## src/rtl/atm_controller.sv

```systemverilog
// atm_controller: clocked ATM transaction engine with an on-chip bank of account balances.
//
// On reset, every account is loaded with INIT_BAL, one account per cycle. After that,
// requests are accepted one at a time. Each request is exit, balance inquiry, withdraw or
// transfer. A transfer writes both accounts on the same clock edge.
//
// Ports:
//   clk              rising-edge system clock
//   rst              synchronous, active-high reset; aborts any request and re-runs init
//   start            request strobe, sampled only while busy is low
//   Select           0 exit, 1 balance inquiry, 2 withdraw, 3 transfer
//   AccountNumber_s  source account
//   AccountNumber_d  destination account (transfer only)
//   Amount           withdraw/transfer amount
//   busy             high during init and while a request is in flight
//   done             one-cycle completion pulse
//   Balance          source balance after the operation, held until the next done
//   result           0 OK, 1 insufficient funds, 2 rejected, 3 exit; valid with done
//
// Optional build macro: ATM_TXN_LIMIT_EN. When it is defined, a withdraw or transfer whose
// Amount is greater than TXN_LIMIT is rejected with result 2.

module atm_controller #(
    parameter int unsigned ACCT_W    = 4,
    parameter int unsigned BAL_W     = 10,
    parameter int unsigned INIT_BAL  = 100,
    parameter int unsigned TXN_LIMIT = 500
) (
    input  logic              clk,
    input  logic              rst,
    input  logic              start,
    input  logic [1:0]        Select,
    input  logic [ACCT_W-1:0] AccountNumber_s,
    input  logic [ACCT_W-1:0] AccountNumber_d,
    input  logic [BAL_W-1:0]  Amount,
    output logic              busy,
    output logic              done,
    output logic [BAL_W-1:0]  Balance,
    output logic [1:0]        result
);

    localparam int unsigned NACCT = 2 ** ACCT_W;

    localparam logic [1:0] SelExit  = 2'd0;
    localparam logic [1:0] SelInq   = 2'd1;
    localparam logic [1:0] SelWd    = 2'd2;
    localparam logic [1:0] SelXfer  = 2'd3;

    localparam logic [1:0] ResOk    = 2'd0;
    localparam logic [1:0] ResFunds = 2'd1;
    localparam logic [1:0] ResRej   = 2'd2;
    localparam logic [1:0] ResExit  = 2'd3;

    typedef enum logic [2:0] {StInit, StIdle, StLoad, StExec, StWrite, StDone} state_e;

    state_e              state_q, state_d;
    logic [ACCT_W-1:0]   cnt_q, cnt_d;
    logic [1:0]          sel_q, sel_d;
    logic [ACCT_W-1:0]   src_idx_q, src_idx_d;
    logic [ACCT_W-1:0]   dst_idx_q, dst_idx_d;
    logic [BAL_W-1:0]    amt_q, amt_d;
    logic [BAL_W-1:0]    src_bal_q, src_bal_d;
    logic [BAL_W-1:0]    dst_bal_q, dst_bal_d;
    logic [1:0]          res_q, res_d;
    logic [BAL_W-1:0]    new_src_q, new_src_d;
    logic [BAL_W-1:0]    new_dst_q, new_dst_d;
    logic [BAL_W-1:0]    balance_q, balance_d;
    logic [1:0]          result_q, result_d;

    logic [BAL_W-1:0]    acct_q [NACCT];

    logic [BAL_W-1:0]    diff;
    logic [BAL_W:0]      sum;
    logic                short_funds;
    logic                over_limit;
    logic                wr_src;
    logic                wr_dst;

    // Balance arithmetic works on the latched request and the loaded balances.
    assign diff        = src_bal_q - amt_q;
    assign sum         = {1'b0, dst_bal_q} + {1'b0, amt_q};
    assign short_funds = amt_q > src_bal_q;

`ifdef ATM_TXN_LIMIT_EN
    assign over_limit  = 32'(amt_q) > TXN_LIMIT;
`else
    assign over_limit  = 1'b0;
`endif

    // Only successful withdraws and transfers change the bank.
    assign wr_src = (state_q == StWrite) && (res_q == ResOk) && sel_q[1];
    assign wr_dst = (state_q == StWrite) && (res_q == ResOk) && (sel_q == SelXfer);

    always_comb begin
        state_d   = state_q;
        cnt_d     = cnt_q;
        sel_d     = sel_q;
        src_idx_d = src_idx_q;
        dst_idx_d = dst_idx_q;
        amt_d     = amt_q;
        src_bal_d = src_bal_q;
        dst_bal_d = dst_bal_q;
        res_d     = res_q;
        new_src_d = new_src_q;
        new_dst_d = new_dst_q;
        balance_d = balance_q;
        result_d  = result_q;

        case (state_q)
            StInit: begin
                cnt_d = cnt_q + ACCT_W'(1);
                if (cnt_q == ACCT_W'(NACCT - 1)) begin
                    state_d = StIdle;
                end
            end
            StIdle: begin
                if (start) begin
                    sel_d     = Select;
                    src_idx_d = AccountNumber_s;
                    dst_idx_d = AccountNumber_d;
                    amt_d     = Amount;
                    state_d   = StLoad;
                end
            end
            StLoad: begin
                src_bal_d = acct_q[src_idx_q];
                dst_bal_d = acct_q[dst_idx_q];
                state_d   = StExec;
            end
            StExec: begin
                // Rejected operations report the pre-op source balance.
                new_src_d = src_bal_q;
                new_dst_d = dst_bal_q;
                case (sel_q)
                    SelExit: begin
                        res_d     = ResExit;
                        new_src_d = '0;
                    end
                    SelInq: begin
                        res_d = ResOk;
                    end
                    SelWd: begin
                        if (over_limit) begin
                            res_d = ResRej;
                        end else if (short_funds) begin
                            res_d = ResFunds;
                        end else begin
                            res_d     = ResOk;
                            new_src_d = diff;
                        end
                    end
                    SelXfer: begin
                        if (src_idx_q == dst_idx_q) begin
                            res_d = ResRej;
                        end else if (over_limit) begin
                            res_d = ResRej;
                        end else if (short_funds) begin
                            res_d = ResFunds;
                        end else if (sum[BAL_W]) begin
                            res_d = ResRej;
                        end else begin
                            res_d     = ResOk;
                            new_src_d = diff;
                            new_dst_d = sum[BAL_W-1:0];
                        end
                    end
                endcase
                state_d = StWrite;
            end
            StWrite: begin
                balance_d = new_src_q;
                result_d  = res_q;
                state_d   = StDone;
            end
            StDone: begin
                state_d = StIdle;
            end
            default: begin
                state_d = StInit;
                cnt_d   = '0;
            end
        endcase
    end

    always_ff @(posedge clk) begin
        if (rst) begin
            state_q   <= StInit;
            cnt_q     <= '0;
            sel_q     <= '0;
            src_idx_q <= '0;
            dst_idx_q <= '0;
            amt_q     <= '0;
            src_bal_q <= '0;
            dst_bal_q <= '0;
            res_q     <= '0;
            new_src_q <= '0;
            new_dst_q <= '0;
            balance_q <= '0;
            result_q  <= '0;
        end else begin
            state_q   <= state_d;
            cnt_q     <= cnt_d;
            sel_q     <= sel_d;
            src_idx_q <= src_idx_d;
            dst_idx_q <= dst_idx_d;
            amt_q     <= amt_d;
            src_bal_q <= src_bal_d;
            dst_bal_q <= dst_bal_d;
            res_q     <= res_d;
            new_src_q <= new_src_d;
            new_dst_q <= new_dst_d;
            balance_q <= balance_d;
            result_q  <= result_d;
        end
    end

    // Account bank: not reset directly; INIT rewrites every entry after reset.
    // Source and destination never alias on a write because s==d transfers are rejected.
    always_ff @(posedge clk) begin
        if (!rst) begin
            if (state_q == StInit) begin
                acct_q[cnt_q] <= BAL_W'(INIT_BAL);
            end
            if (wr_src) begin
                acct_q[src_idx_q] <= new_src_q;
            end
            if (wr_dst) begin
                acct_q[dst_idx_q] <= new_dst_q;
            end
        end
    end

    assign busy    = (state_q != StIdle);
    assign done    = (state_q == StDone);
    assign Balance = balance_q;
    assign result  = result_q;

endmodule

```

## config.mk

```make
export PLATFORM = sky130hd
export DESIGN_NAME = atm_controller
export DESIGN_NICKNAME = d
export VERILOG_FILES = /design/src/rtl/atm_controller.sv
export SDC_FILE = /design/constraint.sdc
export NUM_CORES = 1
export LEC_CHECK = 0
export CAP_MARGIN = 20
export CORE_MARGIN = 3
export CORE_UTILIZATION = 63
export DETAILED_ROUTE_END_ITERATION = 8
export HOLD_SLACK_MARGIN = 0.06
export PLACE_DENSITY = 0.92
export SETUP_SLACK_MARGIN = 0.1
export SLEW_MARGIN = 20
export SYNTH_ARGS = -nofsm -noshare
export SYNTH_HDL_FRONTEND = slang
export SYNTH_SLANG_ARGS = --single-unit
```

## constraint.sdc

```tcl
create_clock -name clk -period 4.17 [get_ports clk]
set_input_delay 1.0425 -clock clk [delete_from_list [all_inputs] [get_ports clk]]
set_output_delay 1.0425 -clock clk [all_outputs]
set_load 0.05 [all_outputs]
```

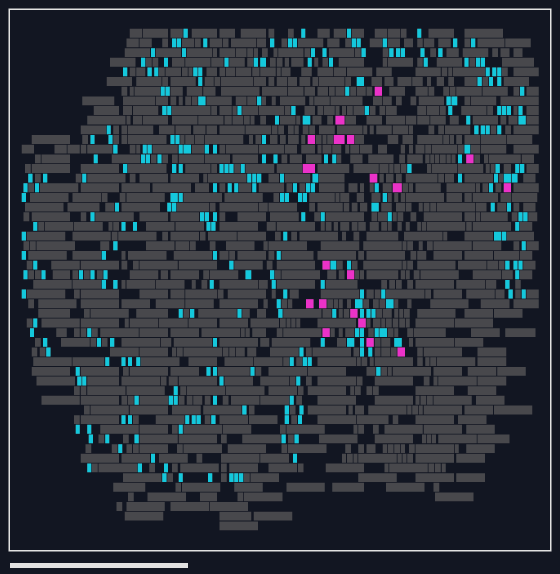
Run 1: gate-type map
Bar = 50 microns.
and/or cells: in magenta, cells 19. nand cells: in cyan, cells 281, where all over the die.
fin cells: 1572
most frequent logic cell in the layout: nand2_1

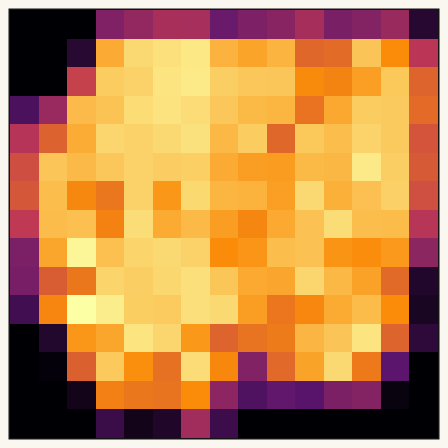
Run 1: cell area per tile
The die is cut into 15 by 15 equal tiles; black is low, pale yellow is high, 0 to 100% covered.
The fullest tile reaches 100%. 11% of the tiles are nearly empty. 53% of the tiles are over 75% full.
final standard cell utilization of the core: 72.37%
core area: 0.02062 sq mm
initial cell density of the core: 65.17%

==> results.cfg, run 1 <==
; synthesis and place-and-route metrics
[outcome]
status = finished clean

[logic_synthesis]
cell_count_listed_in_synth_stat_txt = 1288
postSynth.topFlopCell = edfxtp_1
yosys.area_share.adder_pct = 2.253
synth_xor_xnor_area_share_pct = 0.9122
common_cells = nand2_1 (260), edfxtp_1 (160), o21ai_0 (144)
syn_area_sq_mm = 0.01344
synth_seq_share_pct = 47.81
post_synth_inst_count = 1288
synthDominantCellAreaShare_pct = 35.74
netlist.top_cell.by_instances = nand2_1
postSynthRegisterBits = 241
mux_share_pct = 17.51
yosys.cell_types.count = 60
postSynthNetCount = 1334
synth_simple_gate_area_share_pct = 14.23
netlist_logic_family_top = multiplexers
post-synth-top-area-cell = edfxtp_1
synth-async-reset-ratio_pct = 0
top_post_synthesis_cells_by_area = edfxtp_1 (36%), mux4_2 (17%), dfxtp_1 (12%)
synth-compound-area-share_pct = 13.39
synthesis.yosys.warnings = 0
yosys-stat-area_sq_mm = 0.01344
edf_count = 160
synth_area_per_cell_sq_um = 10.44

[power_and_ir_drop]
vdd_ir_drop_max_mv = 0.3657
static-leakage-power_nw = 4.850
power_density_mw_per_mm2 = 350.7

[place]
dp.cells = 1523
place_ws_ns = 0.5729
io_buffers = 36
dp_hpwl_mm = 26.98
place.gp.congestion = 1.007

[sta]
slew_viol_final = 0
hold_violations = 0
final.period_utilization_pct = 83.08
timing.setup.tns_ns = 0
timing.clock.skew_ns = 0.01131
timing.fmax_mhz = 288.7
finalCriticalPeriod_ns = 3.464
unrepaired_setup_endpoints_after_global_routing = no
tightestPinTransition_ns = 1.054
timing.slew.headroom_pct = 29.65
timing.final.ws_setup_ns = 0.7056
final-setup-viol-count = 0

[clocking]
htreeDepth = 1
largest_buffer_count_on_any_clock_path = 3
numCtsBuffers = 26
cts_hold_buffers = 0
cts_resized = 0
cts_tree = yes
clkSlewWorstSetupHoldPaths_ns = 0.06
post_cts_buffers = 0
clk-insertion-delay-late_ns = 0.54
cts.sinks = 241
clock_tree_root_driver_cell = clkbuf_16

[global_routing]
gr-usage-all-layers_pct = 34.80
overflow = 0
global_route_wire_length_before_repair_mm = 63.02
maximum_number_of_pins_on_one_net_before_global_route_repair = 75
antenna_found_initial = 1
grt_pass1_vias = 10960

[worst_setup_path]
crit-reg2reg-launch = state_q[2]$_SDFFE_PP0P_
worstSetupEndpointType = primary output
crit_path_max_fanout = 19
cp_data_required_time_ns = 3.13
critPathLaunchType = flop
rr_worst_depth = 7
r2r_setup_slack_ns = 0.71
cp.arrival_ns = 2.42
worstSetupPathType = reg2out
reg2reg_to = acct_q[12][9]$_DFFE_PP_
critical_path.startpoint = state_q[2]$_SDFFE_PP0P_
worstSetupEndpoint = busy

[routing]
drt_iter0_markers = 2160
drt-wirelength-per-cell_microns = 26.07
dr_total_vias = 11240
wl_mm = 40.98
drt_pre_antenna_iters = 9
vias_per_cell = 7.149
ant_nets = 0
drc_errors = 0

[cells_and_area]
finish.net_count = 1327
bufAreaShareNonClock_pct = 4.191
layout-drive-gt1-share_pct = 15.76
n_all_inverters = 20
final-seq-area_sq_mm = 0.006434
logic_gate_count = 920
layout.clock_buffers = 30
dominant_cells = multi-input combinational cells
synthToLayoutAreaGrowth_pct = 11.05
layout.non_clock_buffers = 72
clock_area_share_pct = 6.404
antenna_cells_inserted = 1
logic_area_sq_mm = 0.006496
comb_area_share_pct = 43.52

[worst_hold_path]
holdCritStartpoint = result[1]$_SDFFE_PP0N_
worst_hold_path.num_cells = 2
worstHoldEndpoint = result[1]$_SDFFE_PP0N_
hold_path_class = reg2reg

[floorplan]
die_area_sq_mm = 0.02313
die_x_microns = 152.1
dieHeight_microns = 152.1
ios = 37

[flow_run]
count_of_warning_messages_emitted_by_the_tools = 26
max_cap_viol_count = 0
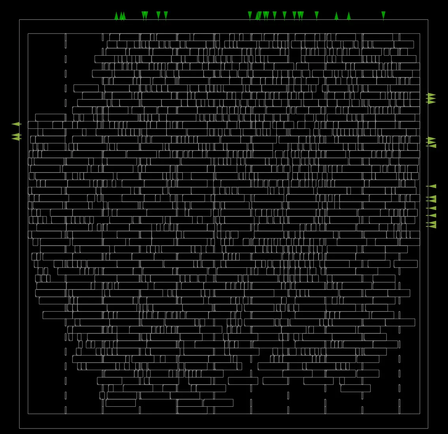
Run 1: placement view
number of tapcells: 270
fillcell total: 1291
fraction of area in registers: 43.10%
flip-flop and latch count: 241
Std-Cell Rows: 52

==> run 1: state kept, by name, summed over array words and instances, names as in the netlist, 10 cells and up <==
register	cells
src_bal_q	10
Balance	10
new_src_q	10
new_dst_q	10
amt_q	10
dst_bal_q	10
acct_q	160
==> run 1: metrics by stage <==
step           hold WS (ns)  total power [W]  instance area, sq um
2_1_floorplan        0.4451         0.002655                 13440
3_3_place_gp         0.4421         0.002702                 13970
3_5_place_dp         0.4459         0.002706                 13970
4_1_cts              0.4540         0.005205                 14920
5_1_grt              0.4855         0.005314                 14920
6_report             0.4539         0.005235                 14930
==> run 1: layer usage <==
metal	up-vias	part of all wire, %	global-route usage (%)
met4	2	8.1	19.39
met3	303	15	8.987
met1	5170	33	45.39
li1	4731	-	-
met2	1033	45	53.75
met5	-	0.032	0
==> run 1: placed cells by master (no fill, tap or decap), types with 9 or more instances in the layout <==
| cell type | netlist | final |
|---|---|---|
| xnor2_1 | 11 | 11 |
| mux4_2 | 100 | 100 |
| buf_4 | 3 | 36 |
| inv_1 | 20 | 20 |
| dfxtp_1 | 81 | 77 |
| mux2i_1 | 9 | 9 |
| a21oi_1 | 125 | 125 |
| edfxtp_1 | 160 | 160 |
| clkdlybuf4s50_1 | 0 | 35 |
| clkbuf_16 | 0 | 28 |
| nand2_1 | 260 | 260 |
| nor3_1 | 22 | 21 |
| ha_1 | 21 | 21 |
| o21ai_0 | 144 | 142 |
| nor2_1 | 107 | 107 |
==> run 1: power by group <==
| part | switching [W] | internal [W] |
|---|---|---|
| Sequential | 0.0000137 | 0.00254 |
| Clock | 0.00101 | 0.00157 |
| Combinational | 0.0000608 | 0.0000511 |
==> run 1: critical path, stage by stage, from the launching register on <==
cell and delay [ns]:
dfxtp_1 0.73, inv_1 0.25, nand2_1 0.11, clkdlybuf4s50_1 0.80
==> run 1 -> run 2 <==
Clock period 4.17 ns to 3.2 ns, I/O delays scaled along.
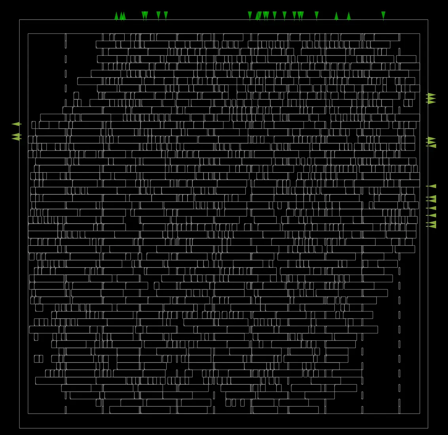
Run 2: placement view
fin cells: 1598
fillcell total: 1341

==> results.cfg, run 2 <==
; synthesis and place-and-route metrics
[floorplan]
ios = 37
placeableCoreArea_sq_mm = 0.02062
dieHeight_microns = 152.1
fp-utilization_pct = 65.17
fp-row-count = 52
die_area_sq_mm = 0.02313
die_x_microns = 152.1

[sta]
final.period_utilization_pct = 91.82
timing.fmax_mhz = 340.3
final-setup-viol-count = 0
timing.clock.skew_ns = 0.01225
unrepaired_setup_endpoints_after_global_routing = no
timing.setup.tns_ns = 0
tightestPinTransition_ns = 1.230
hold_violations = 0
slew_viol_final = 0
timing.final.ws_setup_ns = 0.2618
finalCriticalPeriod_ns = 2.938
fin_worst_hold_slack_ns = 0.4519
timing.slew.headroom_pct = 17.91

[logic_synthesis]
cell_count_listed_in_synth_stat_txt = 1288
synthDominantCellAreaShare_pct = 35.74
synth_area_per_cell_sq_um = 10.44
syn_area_sq_mm = 0.01344
yosys.cell_types.count = 60
synth-async-reset-ratio_pct = 0
post_synth_inst_count = 1288
postSynthNetCount = 1334
postSynth.topFlopCell = edfxtp_1
synthesis.yosys.warnings = 0
top_post_synthesis_cells_by_area = edfxtp_1 (36%), mux4_2 (17%), dfxtp_1 (12%)
edf_count = 160
common_cells = nand2_1 (260), edfxtp_1 (160), o21ai_0 (144)
post-synth-top-area-cell = edfxtp_1
yosys-stat-area_sq_mm = 0.01344
postSynthRegisterBits = 241
netlist.top_cell.by_instances = nand2_1
synth_seq_share_pct = 47.81

[cells_and_area]
final-seq-area_sq_mm = 0.006434
layout_top_cell_excl_fill_tap = nand2_1
largest_register_ff_count = 160
layout-drive-gt1-share_pct = 16.84
lay_top_cells = nand2_1 (260), edfxtp_1 (160), o21ai_0 (144)
synthToLayoutAreaGrowth_pct = 11.62
finish.net_count = 1350
largest_register = acct_q
finalInstanceArea_sq_mm = 0.01500
post-route-util_pct = 72.74
logic_area_sq_mm = 0.006496

[place]
io_buffers = 36
place_ws_ns = 0.2125
placement.cell_area_sq_mm = 0.01417
dp.cells = 1546
dp_hpwl_mm = 29.00
place.gp.congestion = 1.041

[routing]
dr_total_vias = 11230
routed-wl-met2_mm = 18.76
drc_errors = 0
drt_iter0_markers = 1834
vias_per_cell = 7.025
drt-wirelength-per-cell_microns = 26.25
drt_pre_antenna_iters = 6
highest_layer = met5
wl_mm = 41.95
ant_nets = 0
met3RoutedLength_mm = 6.634
length_of_routed_wiring_on_met1_mm = 14.07

[flow_run]
count_of_warning_messages_emitted_by_the_tools = 26
max_cap_viol_count = 0

[clocking]
cts.sinks = 241
post_cts_buffers = 0
clkSlewWorstSetupHoldPaths_ns = 0.06
cts_tree = yes
htreeDepth = 1
largest_buffer_count_on_any_clock_path = 3
cts_hold_buffers = 0
clock_tree_root_driver_cell = clkbuf_16
clk-insertion-delay-late_ns = 0.54
numCtsBuffers = 26

[global_routing]
gr-usage-met3_pct = 10.52
gr-usage-met1_pct = 47.97
grt.busiest_layer = met2
grt_pass1_vias = 10770
antenna_found_initial = 4
gr-usage-all-layers_pct = 35.76
global_route_wire_length_before_repair_mm = 64.02
groute.layer.met2.usage_pct = 54.19
maximum_number_of_pins_on_one_net_before_global_route_repair = 72
overflow = 0

[worst_setup_path]
timing.critical_path.slowest_stage_cell = clkdlybuf4s50_1
worstSetupPathType = reg2out
cp.arrival_ns = 2.14
critical_path.startpoint = state_q[0]$_SDFFE_PP0P_
worstSetupEndpointType = primary output
critPathMaxStageDelay_ns = 0.70
crit-reg2reg-launch = amt_q[0]$_SDFFE_PP0P_
cp_data_required_time_ns = 2.40
critPathLaunchType = flop
crit_path_max_fanout = 11
timing.critical_path.cells = nor2b_1 > nand2_1 > clkdlybuf4s50_1

[worst_hold_path]
hold_path_class = reg2reg
holdCritStartpoint = Balance[4]$_SDFFE_PP0N_

[power_and_ir_drop]
power_density_mw_per_mm2 = 431.3
vdd_ir_drop_max_mv = 0.3772
fin_total_pwr_w = 0.006470
static-leakage-power_nw = 4.866

[outcome]
status = finished clean
==> run 2: netlist changes by cell type in the layout (fill, tap and decap cells not counted), sizes merged <==
cell / delta
clkinv: +4
inv: -2
dlygate4sd2: +1
clkdlybuf4s50: -1
diode: +3
clkbuf: +2
buf: +23
clkinvlp: -1
bufinv: -3
==> run 2: final cells by class <==
type	count	area share, %
Tap cell	270	2.252
Clock buffer	32	4.628
Antenna cell	4	0.06672
Inverter	20	0.5004
Multi-Input combinational cell	920	43.30
Clock inverter	16	0.8923
Timing Repair Buffer	95	5.479
Sequential cell	241	42.88
==> run 2: path summary, 6_finish.rpt <==
| check | endpoint | slack (ns) | cells past startpoint |
|---|---|---|---|
| setup reg to reg | new_src_q[7]$_SDFFE_PP0P_ | 0.28 | 9 |
| setup / recovery | busy | 0.26 | 3 |
| hold / removal | Balance[4]$_SDFFE_PP0N_ | 0.45 | 2 |
| hold reg to reg | Balance[4]$_SDFFE_PP0N_ | 0.45 | 2 |
==> run 2: timing repair <==
| item | 4_1_cts | 5_1_grt |
|---|---|---|
| gates resized | 1 | 0 |
| hold endpoints to repair | 0 | 0 |
| setup endpoints to repair | 1 | 0 |
==> run 2: cells by family (layout without fill, tap and decap cells) <==
family	count (synthesis)	after routing	share of synthesized area (%)
compound gates	324	324	13.39
fa+ha+maj	23	23	2.253
other cells	0	4	0
mux	110	110	17.51
flops	241	241	47.81
simple gates	449	449	14.23
xor+xnor	14	14	0.9122
buf+inv	127	163	3.900
==> run 2: power by group <==
part,leakage (nW),internal (W),switching (W)
registers,2.16,0.00331,0.0000166
logic,2.29,0.0000712,0.0000959
clock network,0.415,0.00170,0.00128
==> run 2: worst max-delay path, delay by kind of cell (launching register included) <==
kind	cells	cell delay, ns
buffers and inverters	1	0.70
flip-flops	1	0.55
AND/OR/NAND/NOR	2	0.35
No activity file was given, so power comes from the tool's default toggle rates.
